Fig. 1: run 1, cells by drive strength
Drawn at 4 px/um.
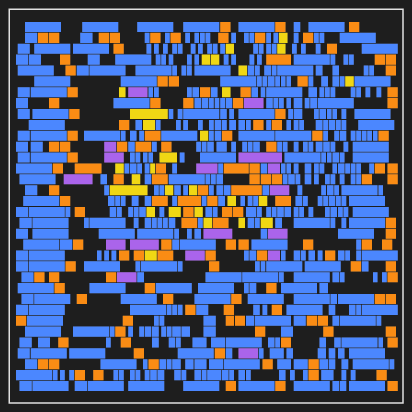
Fig. 2: run 1, track usage over the die
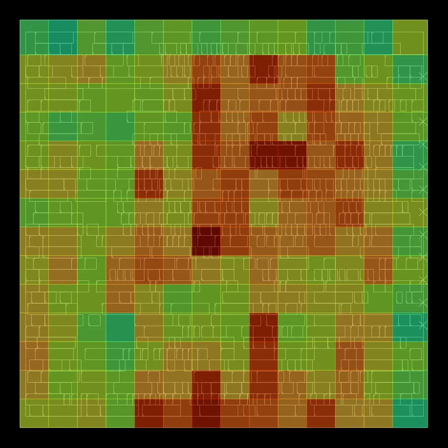
Fig. 3: run 1, cells colored by class
Drawn at 4 px/um.
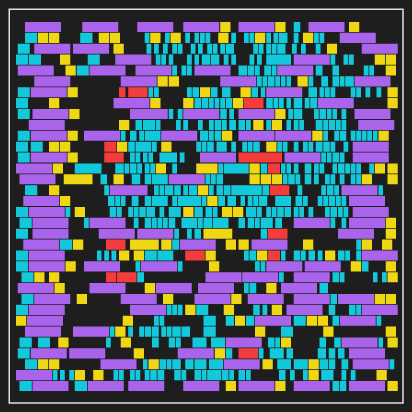
===== config.mk =====
export PLATFORM = sky130hd
export DESIGN_NAME = elbeth_lsu
export DESIGN_NICKNAME = d
export VERILOG_FILES = /design/src/rtl/elbeth_lsu_pkg.sv /design/src/rtl/elbeth_lsu_align.sv /design/src/rtl/elbeth_lsu.sv
export SDC_FILE = /design/constraint.sdc
export NUM_CORES = 1
export LEC_CHECK = 0
export ABC_AREA = 1
export CAP_MARGIN = 0
export CORE_UTILIZATION = 55
export DETAILED_ROUTE_END_ITERATION = 8
export DONT_BUFFER_PORTS = 1
export PLACE_DENSITY_LB_ADDON = 0.25
export SLEW_MARGIN = 20
export SYNTH_ARGS = -nofsm -noshare
export SYNTH_HDL_FRONTEND = slang
export SYNTH_SLANG_ARGS = --single-unit

===== constraint.sdc =====
create_clock -name clk -period 1.9 [get_ports clk]
set_input_delay 0.285 -clock clk [delete_from_list [all_inputs] [get_ports clk]]
set_output_delay 0.285 -clock clk [all_outputs]
set_load 0.1 [all_outputs]

===== src/rtl/elbeth_lsu_pkg.sv =====
// elbeth_lsu_pkg
// Shared definitions for the Elbeth load/store unit: access-size encodings,
// the FSM state enum, byte-enable base patterns and an alignment helper.
// Ports: none (package).
// Configuration macro used by the LSU: ELBETH_LSU_TIMEOUT_EN.

package elbeth_lsu_pkg;

  typedef enum logic [1:0] {
    SIZE_BYTE = 2'b00,
    SIZE_HALF = 2'b01,
    SIZE_WORD = 2'b10,
    SIZE_RSVD = 2'b11
  } lsu_size_e;

  typedef enum logic [1:0] {
    ST_IDLE = 2'b00,
    ST_WAIT = 2'b01,
    ST_DONE = 2'b10
  } lsu_state_e;

  localparam logic [3:0] BE_BYTE = 4'b0001;
  localparam logic [3:0] BE_HALF = 4'b0011;
  localparam logic [3:0] BE_WORD = 4'b1111;

  // An access is misaligned when its low address bits are not a multiple of
  // its size; the reserved size can never be serviced, so it always counts.
  function automatic logic is_misaligned(input logic [1:0] size,
                                         input logic [1:0] addrLo);
    logic mis;
    case (size)
      SIZE_BYTE: mis = 1'b0;
      SIZE_HALF: mis = addrLo[0];
      SIZE_WORD: mis = |addrLo;
      default:   mis = 1'b1;
    endcase
    return mis;
  endfunction

endpackage


===== src/rtl/elbeth_lsu_align.sv =====
// elbeth_lsu_align
// Purely combinational lane steering for the LSU.
// Ports:
//   size_i      access size (lsu_size_e encoding)
//   addrLo_i    byte offset within the 32-bit word
//   wdata_i     right-justified store data
//   unsigned_i  1 = zero-extend loads, 0 = sign-extend
//   rdata_i     raw memory word
//   byteEn_o    per-byte write enables for a store
//   wlanes_o    store data replicated onto every lane it may occupy
//   load_o      selected load lane, extended to 32 bits

module elbeth_lsu_align
  import elbeth_lsu_pkg::*;
(
  input  logic [1:0]  size_i,
  input  logic [1:0]  addrLo_i,
  input  logic [31:0] wdata_i,
  input  logic        unsigned_i,
  input  logic [31:0] rdata_i,
  output logic [3:0]  byteEn_o,
  output logic [31:0] wlanes_o,
  output logic [31:0] load_o
);

  logic [7:0]  byteSel;
  logic [15:0] halfSel;

  assign byteSel = rdata_i[{addrLo_i, 3'b000} +: 8];
  assign halfSel = rdata_i[{addrLo_i[1], 4'b0000} +: 16];

  // Stores replicate the data so the memory only needs the byte enables to
  // pick the right lane; loads pull the lane back down and extend it.
  always_comb begin
    byteEn_o = BE_WORD;
    wlanes_o = wdata_i;
    load_o   = rdata_i;
    case (size_i)
      SIZE_BYTE: begin
        byteEn_o = BE_BYTE << addrLo_i;
        wlanes_o = {4{wdata_i[7:0]}};
        load_o   = {{24{~unsigned_i & byteSel[7]}}, byteSel};
      end
      SIZE_HALF: begin
        byteEn_o = BE_HALF << addrLo_i;
        wlanes_o = {2{wdata_i[15:0]}};
        load_o   = {{16{~unsigned_i & halfSel[15]}}, halfSel};
      end
      default: ;
    endcase
  end

endmodule


===== src/rtl/elbeth_lsu.sv =====
// elbeth_lsu
// Load/store unit bridging the pipeline request interface to a word-wide
// memory port. One request at a time: IDLE captures, WAIT holds the memory
// port until dmem_ready, DONE pulses completion for one cycle.
// Ports:
//   clk, rst (async, active-low)
//   lsu_valid/lsu_addr/lsu_wdata/lsu_write/lsu_size/lsu_unsigned  request
//   lsu_stall, lsu_done, lsu_rdata, lsu_misaligned, lsu_bus_error  response
//   dmem_enable/dmem_addr/dmem_data_in/dmem_wr                     memory out
//   dmem_data_out/dmem_ready                                       memory in
// Configuration: define ELBETH_LSU_TIMEOUT_EN to abort a WAIT that lasts
// TIMEOUT_CYCLES cycles with lsu_bus_error; otherwise WAIT is unbounded.

module elbeth_lsu
  import elbeth_lsu_pkg::*;
#(
  parameter int unsigned ADDR_WIDTH     = 32,
  parameter int unsigned TIMEOUT_CYCLES = 16
) (
  input  logic                  clk,
  input  logic                  rst,
  input  logic                  lsu_valid,
  input  logic [ADDR_WIDTH-1:0] lsu_addr,
  input  logic [31:0]           lsu_wdata,
  input  logic                  lsu_write,
  input  logic [1:0]            lsu_size,
  input  logic                  lsu_unsigned,
  output logic                  lsu_stall,
  output logic                  lsu_done,
  output logic [31:0]           lsu_rdata,
  output logic                  lsu_misaligned,
  output logic                  lsu_bus_error,
  output logic                  dmem_enable,
  output logic [ADDR_WIDTH-1:0] dmem_addr,
  output logic [31:0]           dmem_data_in,
  output logic [3:0]            dmem_wr,
  input  logic [31:0]           dmem_data_out,
  input  logic                  dmem_ready
);

  if (TIMEOUT_CYCLES < 1) begin : g_bad_timeout
    $error("elbeth_lsu: TIMEOUT_CYCLES must be at least 1");
  end

  lsu_state_e state_q;
  logic [1:0] size_q;
  logic [1:0] addrLo_q;
  logic       unsigned_q;
  logic       write_q;

  logic [1:0]  alignSize;
  logic [1:0]  alignAddrLo;
  logic        alignUnsigned;
  logic [3:0]  alignByteEn;
  logic [31:0] alignLanes;
  logic [31:0] alignLoad;

  // In IDLE the aligner shapes the incoming store; afterwards it works from
  // the captured request so the load lane matches the issued address.
  assign alignSize     = (state_q == ST_IDLE) ? lsu_size     : size_q;
  assign alignAddrLo   = (state_q == ST_IDLE) ? lsu_addr[1:0] : addrLo_q;
  assign alignUnsigned = (state_q == ST_IDLE) ? lsu_unsigned : unsigned_q;

  elbeth_lsu_align u_align (
    .size_i     (alignSize),
    .addrLo_i   (alignAddrLo),
    .wdata_i    (lsu_wdata),
    .unsigned_i (alignUnsigned),
    .rdata_i    (dmem_data_out),
    .byteEn_o   (alignByteEn),
    .wlanes_o   (alignLanes),
    .load_o     (alignLoad)
  );

  // Gated with rst so every output reads 0 while reset is held.
  assign lsu_stall = rst & ((state_q == ST_WAIT) | ((state_q == ST_IDLE) & lsu_valid));

`ifdef ELBETH_LSU_TIMEOUT_EN
  localparam int unsigned CntW = $clog2(TIMEOUT_CYCLES + 1);
  logic [CntW-1:0] waitCnt_q;
  logic            busError_q;
  assign lsu_bus_error = busError_q;
`else
  assign lsu_bus_error = 1'b0;
`endif

  // Single FSM process; every response and memory-port output is a register
  // so nothing combinational leaks from dmem_data_out to the pipeline.
  always_ff @(posedge clk or negedge rst) begin
    if (!rst) begin
      state_q        <= ST_IDLE;
      size_q         <= 2'b00;
      addrLo_q       <= 2'b00;
      unsigned_q     <= 1'b0;
      write_q        <= 1'b0;
      lsu_done       <= 1'b0;
      lsu_rdata      <= '0;
      lsu_misaligned <= 1'b0;
      dmem_enable    <= 1'b0;
      dmem_addr      <= '0;
      dmem_data_in   <= '0;
      dmem_wr        <= 4'b0000;
`ifdef ELBETH_LSU_TIMEOUT_EN
      waitCnt_q      <= '0;
      busError_q     <= 1'b0;
`endif
    end else begin
      case (state_q)
        ST_IDLE: begin
          if (lsu_valid) begin
            size_q     <= lsu_size;
            addrLo_q   <= lsu_addr[1:0];
            unsigned_q <= lsu_unsigned;
            write_q    <= lsu_write;
            if (is_misaligned(lsu_size, lsu_addr[1:0])) begin
              state_q        <= ST_DONE;
              lsu_done       <= 1'b1;
              lsu_misaligned <= 1'b1;
              lsu_rdata      <= '0;
            end else begin
              state_q      <= ST_WAIT;
              dmem_enable  <= 1'b1;
              dmem_addr    <= {lsu_addr[ADDR_WIDTH-1:2], 2'b00};
              dmem_wr      <= lsu_write ? alignByteEn : 4'b0000;
              dmem_data_in <= lsu_write ? alignLanes : 32'd0;
`ifdef ELBETH_LSU_TIMEOUT_EN
              waitCnt_q    <= '0;
`endif
            end
          end
        end
        ST_WAIT: begin
          if (dmem_ready) begin
            state_q      <= ST_DONE;
            lsu_done     <= 1'b1;
            lsu_rdata    <= write_q ? 32'd0 : alignLoad;
            dmem_enable  <= 1'b0;
            dmem_addr    <= '0;
            dmem_data_in <= '0;
            dmem_wr      <= 4'b0000;
          end
`ifdef ELBETH_LSU_TIMEOUT_EN
          // Ready on the last allowed cycle still wins over the abort.
          else if (waitCnt_q == CntW'(TIMEOUT_CYCLES - 1)) begin
            state_q      <= ST_DONE;
            lsu_done     <= 1'b1;
            busError_q   <= 1'b1;
            lsu_rdata    <= '0;
            dmem_enable  <= 1'b0;
            dmem_addr    <= '0;
            dmem_data_in <= '0;
            dmem_wr      <= 4'b0000;
          end else begin
            waitCnt_q <= waitCnt_q + 1'b1;
          end
`endif
        end
        ST_DONE: begin
          state_q        <= ST_IDLE;
          lsu_done       <= 1'b0;
          lsu_misaligned <= 1'b0;
          lsu_rdata      <= '0;
`ifdef ELBETH_LSU_TIMEOUT_EN
          busError_q     <= 1'b0;
`endif
        end
        default: state_q <= ST_IDLE;
      endcase
    end
  end

endmodule


==> results.sh, run 1 <==
# implementation run metrics
export IMPL_status="complete, but fails checks"
export IMPL_violations="DRC, hold timing"
export IMPL_xor_share=0
export IMPL_cp_top_family="simple AND/OR/NAND/NOR gates"
export IMPL_ys_warn_count=0
export IMPL_cts_tree="done"
export IMPL_drt_initial_drc_count=319
export IMPL_max_freq_ghz=0.545
export IMPL_via_per_inst=5.53
export IMPL_cp_data_required_time_ns=2.17
export IMPL_pre_cts_slack_ns=-0.0115
export IMPL_crit_chain="nor2_4, nand2_2, nand2_4, nand2_1, o21ai_1, inv_1, nand3b_1, nand3_4, nand2_1, nand2_1"
export IMPL_numCtsBuffers=9
export IMPL_netlist_area_um2=5080
export IMPL_fin_nets=806
export IMPL_top_area_cell="dfrtp_1"
export IMPL_cts_sinks=109
export IMPL_post_cts_setup_buffers=1
export IMPL_postPlaceCellArea_um2=6040
export IMPL_crit_slowest_cell="dfrtp_2"
export IMPL_clock_skew_ns=0.0228
export IMPL_wl_per_cell_um=16.3
export IMPL_finalSetupViolations=0
export IMPL_crit_fanout=8
export IMPL_io_pins=209
export IMPL_worstSetupPathType="reg2reg"
export IMPL_hpwlAfterDp_mm=9.47
export IMPL_yosys_stat_cells=591
export IMPL_adder_share=0
export IMPL_dp_cells=793
export IMPL_final_period_utilization=0.966
export IMPL_final_cell_mix="nand2_1 (194), buf_4 (124), dfrtp_1 (107)"
export IMPL_worstSkewPairLatency_ns=0.38
export IMPL_clk_pin_slew_worst_paths_ns=0.11
export IMPL_grt_max_degree=111
export IMPL_chipArea_um2=9620
export IMPL_slew_viol_final=0
export IMPL_final_cells=814
export IMPL_cp_common_cell="nand2_1"
export IMPL_drive_gt1_frac=0.261
export IMPL_period_needed_ns=1.83
export IMPL_hp_class="in2async"
export IMPL_num_vias=4499
export IMPL_drc=11
export IMPL_ys_flops=109
export IMPL_synthTopLogicFamily="simple AND/OR/NAND/NOR gates"
export IMPL_crit_path_start_kind="flip-flop"
export IMPL_post_cts_resized=4
export IMPL_port_buffers=0
export IMPL_root_buffer="clkbuf_8"
export IMPL_dieHeight_um=98.1
export IMPL_fill_cells=673
export IMPL_mux_share=0.0138
export IMPL_syn_avg_cell_area_um2=8.59
export IMPL_overflow=0
export IMPL_worstSetupStartpoint="state_q[1]"
export IMPL_yosys_area_share_aoi=0.165
export IMPL_r2r_start="state_q[1]"
export IMPL_topCellsByArea="dfrtp_1 (54%), nand2_1 (15%), a22o_1 (6.4%), o21ai_0 (6.2%), nor2_1 (2.3%)"
export IMPL_postSynthCellCount=591
export IMPL_comb_area_um2=2190
export IMPL_clockBufferDepth=2
export IMPL_fp_utilization=0.574
export IMPL_hold_violations=109
export IMPL_lay_top_count="nand2_1"
export IMPL_synth_simple_area_share=0.228
export IMPL_synthDistinctLibCells=32
export IMPL_rsz0062_at_grt="true"
export IMPL_die_w_um=98.1
export IMPL_flop_area_um2=2730
export IMPL_grt_pass1_vias=4251
export IMPL_crit_buf_inv=1
export IMPL_drtAntennaViolNets=0
export IMPL_antenna_cells=0
export IMPL_drtPass1Iterations=7
export IMPL_drv_cap=0
export IMPL_ys_seq_share=0.537
export IMPL_yosys_area_um2=5080
export IMPL_h_tree_depth=3
export IMPL_place_congestion=0.852
export IMPL_hold_ws_ns=-0.414
export IMPL_cp_end_kind="flip-flop"
export IMPL_grt_first_pass_wirelength_mm=21.0
export IMPL_yosys_area_top_type_share=0.537
export IMPL_max_stage_delay_ns=0.48
export IMPL_antenna_found_initial=0
export IMPL_warning_count=31
export IMPL_finalWirelength_mm=13.3
export IMPL_tns_ns=0
export IMPL_worstPathArrival_ns=2.10
About Fig. 1:
- blue: drive 1 or less (cells 522; share 74%)
- purple: drive 6 and up (cells 17; share 2.4%)
- orange: drive 3 to 4 (cells 139; share 20%)
- yellow: drive 2 (cells 28; share 4.0%)
final worst setup slack: 0.0653 ns
post-route cell area: 6370 um^2
Non-CTS buffers: 128
area grow syn2layout: 25.4%

About Fig. 2:
global-route usage over all layers: 0.277
global-route track usage on met1: 0.344
GR Util met3: 0.0852
met2 Track Usage GR: 0.456
Final Core Density: 0.720

About Fig. 3:
- cyan: all other logic (cells 454)
- yellow: other buffers and delay cells (cells 128)
- purple: flip-flops (cells 109)
- red: clock drivers and dummy loads (cells 15)
proportion of cell area occupied by registers: 0.429
core region area: 8850 um^2
Rows: 34

-- run 1: path summary, 6_finish.rpt --
kind	endpoint	depth (start not counted)	slack, ns
max in group asynchronous	state_q[1]	0	2.12
worst min register to register	lsu_rdata[14]	2	0.49
worst min-delay path	dmem_data_in[27]	0	-0.41
min in group clk	state_q[0]	1	0.02
worst max register to register	lsu_rdata[23]	10	0.07
worst max-delay path	lsu_rdata[23]	10	0.07
-- run 1: sequential cells by signal (all words and copies together) (netlist names) --
name	flops
unsigned_q	1
state_q	2
dmem_addr	30
lsu_rdata	32
size_q	2
addrLo_q	2
lsu_done	1
write_q	1
dmem_data_in	32
dmem_wr	4
dmem_enable	1
lsu_misaligned	1
-- run 1: synthesized netlist by cell type --
cell / number
o21ai_1: 11
clkinv_2: 1
o22ai_1: 8
o21ai_4: 1
conb_1: 1
o21bai_1: 1
nand2_4: 1
nor2_4: 2
buf_2: 9
nand3_1: 20
nand4_1: 3
a21boi_0: 1
buf_4: 4
nand3_4: 1
nand4_4: 1
nand4_2: 1
dfrtp_1: 109
nand2_1: 208
inv_1: 29
mux2i_1: 7
a22o_1: 37
clkbuf_1: 17
nor2_1: 31
or2_2: 4
a21oi_1: 11
nor2_2: 2
nand2_2: 2
o21ai_0: 63
buf_6: 2
inv_2: 1
a21oi_2: 1
nand3b_1: 1
-- run 1: final cells by class --
type                            instances  area share
Multi-Input combinational cell        423       0.343
Timing Repair Buffer                  128       0.158
Tap cell                              108      0.0212
Clock inverter                          6      0.0108
Sequential cell                       109       0.429
Inverter                               31      0.0189
Clock buffer                            9      0.0194
-- run 1: metal layers --
layer / vias to the layer above / track usage / share of wire
met1: 2093 / 0.344 / 0.40
li1: 2170 / - / -
met3: 29 / 0.0852 / 0.094
met2: 207 / 0.456 / 0.48
met5: - / 0 / 0
met4: 0 / 0.106 / 0.020
==> run 2, diff against run 1 <==
CELL_PAD_IN_SITES_DETAIL_PLACEMENT = 2   (was unset)
CELL_PAD_IN_SITES_GLOBAL_PLACEMENT = 2   (was unset)
CORE_UTILIZATION = 35   (was 55)
GPL_ROUTABILITY_DRIVEN = 0   (was unset)
PLACE_DENSITY = 0.82   (was unset)
PLACE_DENSITY_LB_ADDON = unset   (was 0.25)
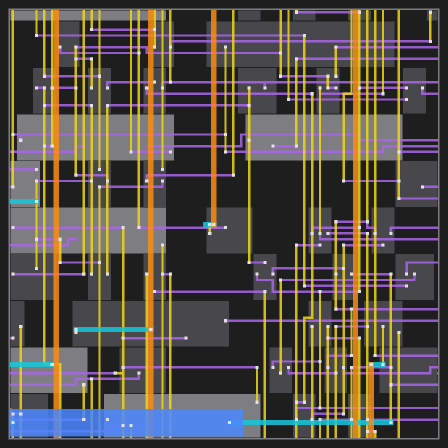
Fig. 4. A small window of the routed layout (run 2).
Region (18, 79) to (43, 104) um. Cells in gray, sequential cells in the stronger gray; small squares are vias.
- blue: met5
- yellow: met2
- cyan: met3
- orange: met4
- purple: met1
- netlist names of flops here include: lsu_rdata (4)
- cells with their middle in the window: 36
- sequential cells in the window: 4
- most frequent: nand2_1 (12), nor2_1 (9), buf_4 (5)

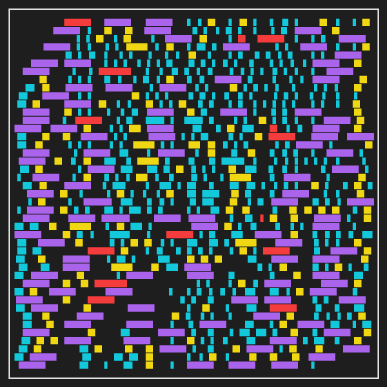
Fig. 5. Cells colored by class (run 2).
Drawn at 3 px/um.
- cyan: all other logic (cells 454)
- red: clock drivers and dummy loads (cells 14)
- purple: flip-flops (cells 109)
- yellow: other buffers and delay cells (cells 137)
core region area: 14000 um^2
post-route cell area: 6770 um^2
Final Core Density: 0.482
Rows: 43
proportion of cell area occupied by registers: 0.403

==> run 2 against run 1 <==
  * Critical path type unchanged
  * First-iteration DRC count is 41% lower
  * Highest routed layer is now met5
  * Sequential share of layout area is 2.5 points lower
  * Cell count is 9.8% higher
  * Flip-flop count stayed put
  * Final area is 6.3% higher
  * Register-to-register slack worse by 0.11 ns
  * The flow finishes with violations (hold timing, setup timing)
  * Critical path depth is 1 lower
  * Via count is 7.7% higher
  * Non-clock buffer count is 9 higher
  * Synthesized area stayed put
==> results.sh, run 2 <==
# implementation run metrics
export IMPL_clock_buffer_count=10
export IMPL_track_usage=0.270
export IMPL_fp_utilization=0.362
export IMPL_violations="hold timing, setup timing"
export IMPL_fill_cells=1527
export IMPL_hold_violations=109
export IMPL_crit_fanout=17
export IMPL_synthDistinctLibCells=32
export IMPL_final_cell_mix="nand2_1 (186), buf_4 (127), dfrtp_1 (107)"
export IMPL_via_per_inst=5.42
export IMPL_wl_per_cell_um=23.2
export IMPL_final_nonclk_buf_share=0.167
export IMPL_nWellTaps=180
export IMPL_drt_initial_drc_count=188
export IMPL_drv_cap=0
export IMPL_hpwlAfterDp_mm=13.9
export IMPL_drtPass1Iterations=7
export IMPL_warning_count=31
export IMPL_comb_share=0.334
export IMPL_antenna_found_initial=1
export IMPL_ff_count=109
export IMPL_drc=0
export IMPL_synth_edff_count=0
export IMPL_yosys_stat_cells=591
export IMPL_overflow=0
export IMPL_mux_share=0.0138
export IMPL_hold_ws_ns=-0.396
export IMPL_post_cts_setup_buffers=9
export IMPL_topCellsByArea="dfrtp_1 (54%), nand2_1 (15%), a22o_1 (6.4%), o21ai_0 (6.2%), nor2_1 (2.3%)"
export IMPL_h_tree_depth=3
export IMPL_period_needed_ns=1.95
export IMPL_port_buffers=0
export IMPL_comb_area_um2=2260
export IMPL_yosysMostFrequentCell="nand2_1"
export IMPL_numCtsBuffers=9
export IMPL_nNonClkInverters=31
export IMPL_worstSkewPairLatency_ns=0.37
export IMPL_xor_share=0
export IMPL_tns_ns=-0.0716
export IMPL_cp_end_kind="flip-flop"
export IMPL_top_area_cell="dfrtp_1"
export IMPL_max_stage_delay_ns=0.48
export IMPL_clock_skew_ns=0.00893
export IMPL_io_pins=209
export IMPL_synthTopLogicFamily="simple AND/OR/NAND/NOR gates"
export IMPL_root_buffer="clkbuf_16"
export IMPL_synth_simple_area_share=0.228
export IMPL_drtAntennaViolNets=0
export IMPL_clockBufferDepth=2
export IMPL_cp_data_required_time_ns=2.20
export IMPL_max_freq_ghz=0.513
export IMPL_cts_tree="done"
export IMPL_grt_pass1_vias=5413
export IMPL_final_period_utilization=1.03
export IMPL_clock_area_frac=0.0449
export IMPL_biggestRegsByFlops="dmem_data_in (32), lsu_rdata (32), dmem_addr (30)"
export IMPL_chipArea_um2=15000
export IMPL_grt_max_degree=111
export IMPL_antenna_cells=0
export IMPL_common_cells="nand2_1 (208), dfrtp_1 (109), o21ai_0 (63)"
export IMPL_yosys_area_top_type_share=0.537
export IMPL_hp_class="in2async"
export IMPL_num_vias=4846
export IMPL_ys_warn_count=0
export IMPL_pre_cts_slack_ns=-0.254
export IMPL_ff_type="dfrtp_1"
export IMPL_status="complete, but fails checks"
export IMPL_cp_common_cell="nand2_1"
export IMPL_drive_gt1_frac=0.290
export IMPL_adder_share=0
export IMPL_postSynthCellCount=591
export IMPL_yosys_area_um2=5080
export IMPL_timing_final_ws_setup_ns=-0.0495
export IMPL_slew_viol_final=0
export IMPL_grt_first_pass_wirelength_mm=30.0
export IMPL_cp_top_family="simple AND/OR/NAND/NOR gates"
export IMPL_dieHeight_um=122
export IMPL_crit_path_start_kind="flip-flop"
export IMPL_logic_gate_count=423
export IMPL_post_cts_resized=19
export IMPL_finalSetupViolations=4
export IMPL_die_w_um=122
export IMPL_ys_flops=109
export IMPL_crit_buf_inv=2
export IMPL_clk_pin_slew_worst_paths_ns=0.08
export IMPL_worstSetupPathType="reg2reg"
export IMPL_rsz0062_at_grt="true"
export IMPL_cts_sinks=109
export IMPL_crit_slowest_cell="dfrtp_2"
export IMPL_crit_chain="buf_4, nand2_1, o21ai_2, a21oi_2, nand4_2, buf_12, a21oi_1, nand2_1, nand2_1"
export IMPL_fin_nets=815
export IMPL_netlist_area_um2=5080
export IMPL_worstPathArrival_ns=2.25
export IMPL_syn2layout_area_growth_pct=33.3
export IMPL_lay_top_count="nand2_1"
export IMPL_ys_seq_share=0.537
export IMPL_largestClassByArea="sequential cells"
export IMPL_finalWirelength_mm=20.7
export IMPL_syn_avg_cell_area_um2=8.59
export IMPL_flop_area_um2=2730
export IMPL_yosys_area_share_aoi=0.165
export IMPL_async_flop_share=1.00
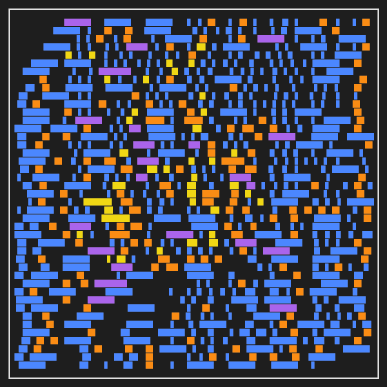
Fig. 6. Cells by drive strength (run 2).
Drawn at 3 px/um.
- blue: drive 1 or less (cells 507; share 71%)
- orange: drive 3 to 4 (cells 147; share 21%)
- yellow: drive 2 (cells 38; share 5.3%)
- purple: drive 6 and up (cells 22; share 3.1%)
final worst setup slack: -0.0495 ns
Non-CTS buffers: 137

## run 2: cell counts after synthesis
Identical to the previous run, type by type.
## run 2: per-stage QoR
step	cells	hold slack (ns)	instance area [um^2]
after global routing	894	-0.404	6770
after detailed placement	864	-0.00799	6150
after CTS	889	-0.401	6610
after floorplan	593	-0.0106	5100
final	894	-0.396	6770
after global placement	864	-0.00812	6150
## run 2: worst paths after layout
path                       cells after the start          endpoint     startpoint  slack [ns]
min reg2reg                                    2     lsu_rdata[12]  lsu_rdata[12]        0.51
max                                            9     lsu_rdata[15]     state_q[0]       -0.05
min in group clk                               1        state_q[0]     dmem_ready        0.04
max reg2reg                                    9     lsu_rdata[15]     state_q[0]       -0.05
max in group asynchronous                      0     lsu_rdata[17]            rst        2.03
min                                            0  dmem_data_in[19]            rst       -0.40
## run 2: cells by family (layout without fill, tap and decap cells)
family,after synthesis,count (layout)
flip-flops,109,109
AND-OR/OR-AND,134,134
AND/OR/NAND/NOR,277,279
buffers and inverters,63,182
other,1,3
multiplexers,7,7
## run 2: routing by layer
| layer | track usage | wire [um] |
|---|---|---|
| met1 | 0.308 | 8160 |
| met4 | 0.104 | 622 |
| met2 | 0.484 | 10500 |
| met5 | 0 | 12 |
| met3 | 0.0627 | 1380 |
==> run 3, diff against run 2 <==
SKIP_LAST_GASP = 1   (was unset)
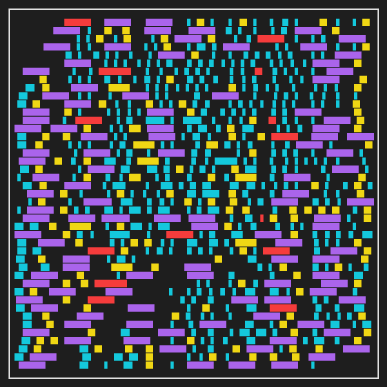
Fig. 7. Cells colored by class (run 3).
Drawn at 3 px/um.
- red: clock drivers and dummy loads (cells 14)
- purple: flip-flops (cells 109)
- cyan: all other logic (cells 454)
- yellow: other buffers and delay cells (cells 137)
Final Core Density: 0.481
post-route cell area: 6760 um^2
proportion of cell area occupied by registers: 0.404

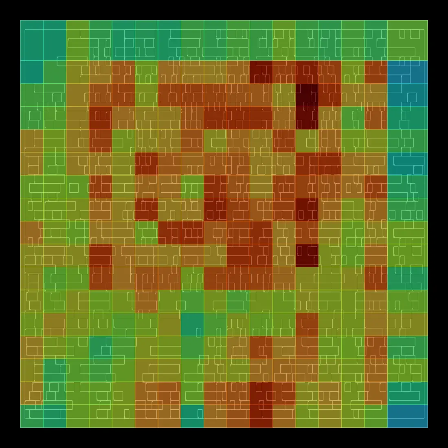
Fig. 8. Track usage over the die (run 3).
grt peak-use layer: met2
global-route usage over all layers: 0.270

==> run 3 against run 2 <==
  * Hold slack about the same
  * Largest cell class unchanged
  * First-iteration DRC count up 26%
  * Maximum frequency up 2.3%
  * The run still ends with hold timing, setup timing left
  * Sequential share of layout area up 0.067 points
  * Worst setup slack better by 0.044 ns
==> results.sh, run 3 <==
# implementation run metrics
export IMPL_antenna_cells=0
export IMPL_drive_gt1_frac=0.287
export IMPL_violations="hold timing, setup timing"
export IMPL_m1WireLength_mm=7.63
export IMPL_yosys_stat_cells=591
export IMPL_num_vias=4840
export IMPL_clk_pin_slew_worst_paths_ns=0.08
export IMPL_final_cells=894
export IMPL_cts_sinks=109
export IMPL_h_tree_depth=3
export IMPL_clock_skew_ns=0.00946
export IMPL_grt_use_met2=0.484
export IMPL_biggestRegsByFlops="dmem_data_in (32), lsu_rdata (32), dmem_addr (30)"
export IMPL_hp_class="in2async"
export IMPL_wl_met3_mm=1.44
export IMPL_grt_first_pass_wirelength_mm=30.0
export IMPL_cts_tree="done"
export IMPL_antenna_found_initial=0
export IMPL_root_buffer="clkbuf_16"
export IMPL_via_per_inst=5.41
export IMPL_fin_nets=815
export IMPL_syn2layout_area_growth_pct=33.1
export IMPL_dieHeight_um=122
export IMPL_top_area_cell="dfrtp_1"
export IMPL_ys_flops=109
export IMPL_rsz0062_at_grt="true"
export IMPL_grt_max_degree=111
export IMPL_drv_cap=0
export IMPL_status="complete, but fails checks"
export IMPL_wl_per_cell_um=22.5
export IMPL_async_flop_share=1.00
export IMPL_clockBufferDepth=2
export IMPL_cp_end_kind="output pin"
export IMPL_worstSkewPairLatency_ns=0.37
export IMPL_hpwlAfterDp_mm=13.9
export IMPL_die_w_um=122
export IMPL_dr_max_layer_used="met4"
export IMPL_max_freq_ghz=0.525
export IMPL_ff_type="dfrtp_1"
export IMPL_gr_usage_met3=0.0627
export IMPL_yosysMostFrequentCell="nand2_1"
export IMPL_overflow=0
export IMPL_ys_seq_share=0.537
export IMPL_syn_avg_cell_area_um2=8.59
export IMPL_numCtsBuffers=9
export IMPL_synthDistinctLibCells=32
export IMPL_cp_data_required_time_ns=1.62
export IMPL_drtPass1Iterations=4
export IMPL_final_cell_mix="nand2_1 (187), buf_4 (127), dfrtp_1 (107)"
export IMPL_slew_viol_final=0
export IMPL_timing_final_ws_setup_ns=-0.00596
export IMPL_dp_cells=864
export IMPL_crit_path_start_kind="flip-flop"
export IMPL_yosys_area_top_type_share=0.537
export IMPL_yosys_area_um2=5080
export IMPL_lay_top_count="nand2_1"
export IMPL_warning_count=31
export IMPL_ys_warn_count=0
export IMPL_grt_pass1_vias=5413
export IMPL_topCellsByArea="dfrtp_1 (54%), nand2_1 (15%), a22o_1 (6.4%), o21ai_0 (6.2%), nor2_1 (2.3%)"
export IMPL_period_needed_ns=1.91
export IMPL_hold_ws_ns=-0.397
export IMPL_postSynthCellCount=591
export IMPL_worstPathArrival_ns=1.62
export IMPL_netlist_area_um2=5080
export IMPL_worstSetupPathType="reg2out"
export IMPL_common_cells="nand2_1 (208), dfrtp_1 (109), o21ai_0 (63)"
export IMPL_chipArea_um2=15000
export IMPL_rows=43
export IMPL_final_period_utilization=1.00
export IMPL_drtAntennaViolNets=0
export IMPL_io_pins=209
export IMPL_drc=0
export IMPL_synth_edff_count=0
export IMPL_tns_ns=-0.00596
export IMPL_postPlaceCellArea_um2=6150
export IMPL_finalSetupViolations=1
export IMPL_port_buffers=0
export IMPL_pre_cts_slack_ns=-0.254
export IMPL_hold_violations=109
export IMPL_fp_utilization=0.362
export IMPL_drt_initial_drc_count=236
export IMPL_crit_fanout=6
export IMPL_core_area_um2=14000
export IMPL_route_met2_wl_mm=10.6
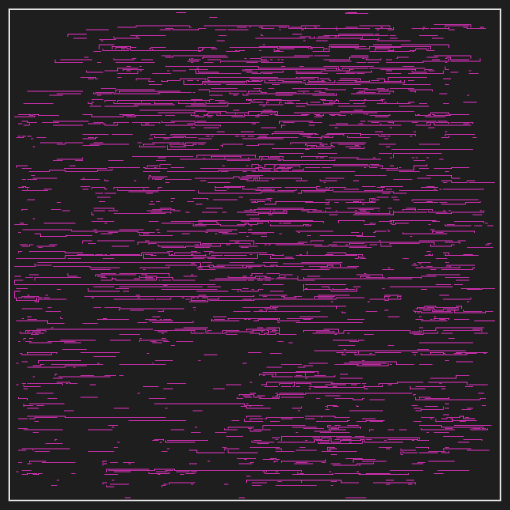
Fig. 9. Met1 routing (run 3).
Drawn at 4 px/um.
- share of all routed wire: 38%
- longest straight run: 50.1 um
- main direction: horizontal
- wire length on this layer: 7630 um
final WL: 20.1 mm
global-route track usage on met1: 0.308

-- run 3: cell counts after synthesis --
Identical to the previous run, type by type.
-- run 3: layout make-up --
cell class / count / area (um^2)
Fill cell: 1516 / 7280
Timing Repair Buffer: 137 / 1130
Sequential cell: 109 / 2730
Clock buffer: 10 / 229
Inverter: 31 / 124
Tap cell: 180 / 225
Multi-Input combinational cell: 423 / 2250
Clock inverter: 4 / 75.1
-- run 3: what timing repair did --
item	4_1_cts	5_1_grt
gates cloned	2	0
resized	19	36
setup buffers	9	5
setup endpoints to repair	99	54
pin swaps	6	9
hold endpoints to repair	109	109
-- run 3: logic make-up after synthesis --
| logic type | share of synthesized area |
|---|---|
| AND-OR/OR-AND | 0.165 |
| buffers and inverters | 0.0549 |
| flip-flops | 0.537 |
| multiplexers | 0.0138 |
| other | 0.000738 |
| AND/OR/NAND/NOR | 0.228 |
-- run 3: path summary, 6_finish.rpt --
path                                   endpoint  cells past startpoint  slack [ns]          start
worst max register to register    lsu_rdata[29]                     10        0.01     state_q[1]
max in group asynchronous         lsu_rdata[20]                      0        2.09            rst
worst min register to register    lsu_rdata[12]                      2        0.51  lsu_rdata[12]
worst min-delay path            dmem_data_in[3]                      0       -0.40            rst
min in group clk                     state_q[0]                      1        0.04     dmem_ready
worst max-delay path                  lsu_stall                      5      -0.006     state_q[1]
-- run 3: worst max-delay path, stage by stage, from the launching register on --
cell	delay [ns]
dfrtp_2	0.47
nor2_4	0.26
buf_6	0.15
nand2_4	0.05
a21boi_4	0.15
buf_12	0.19
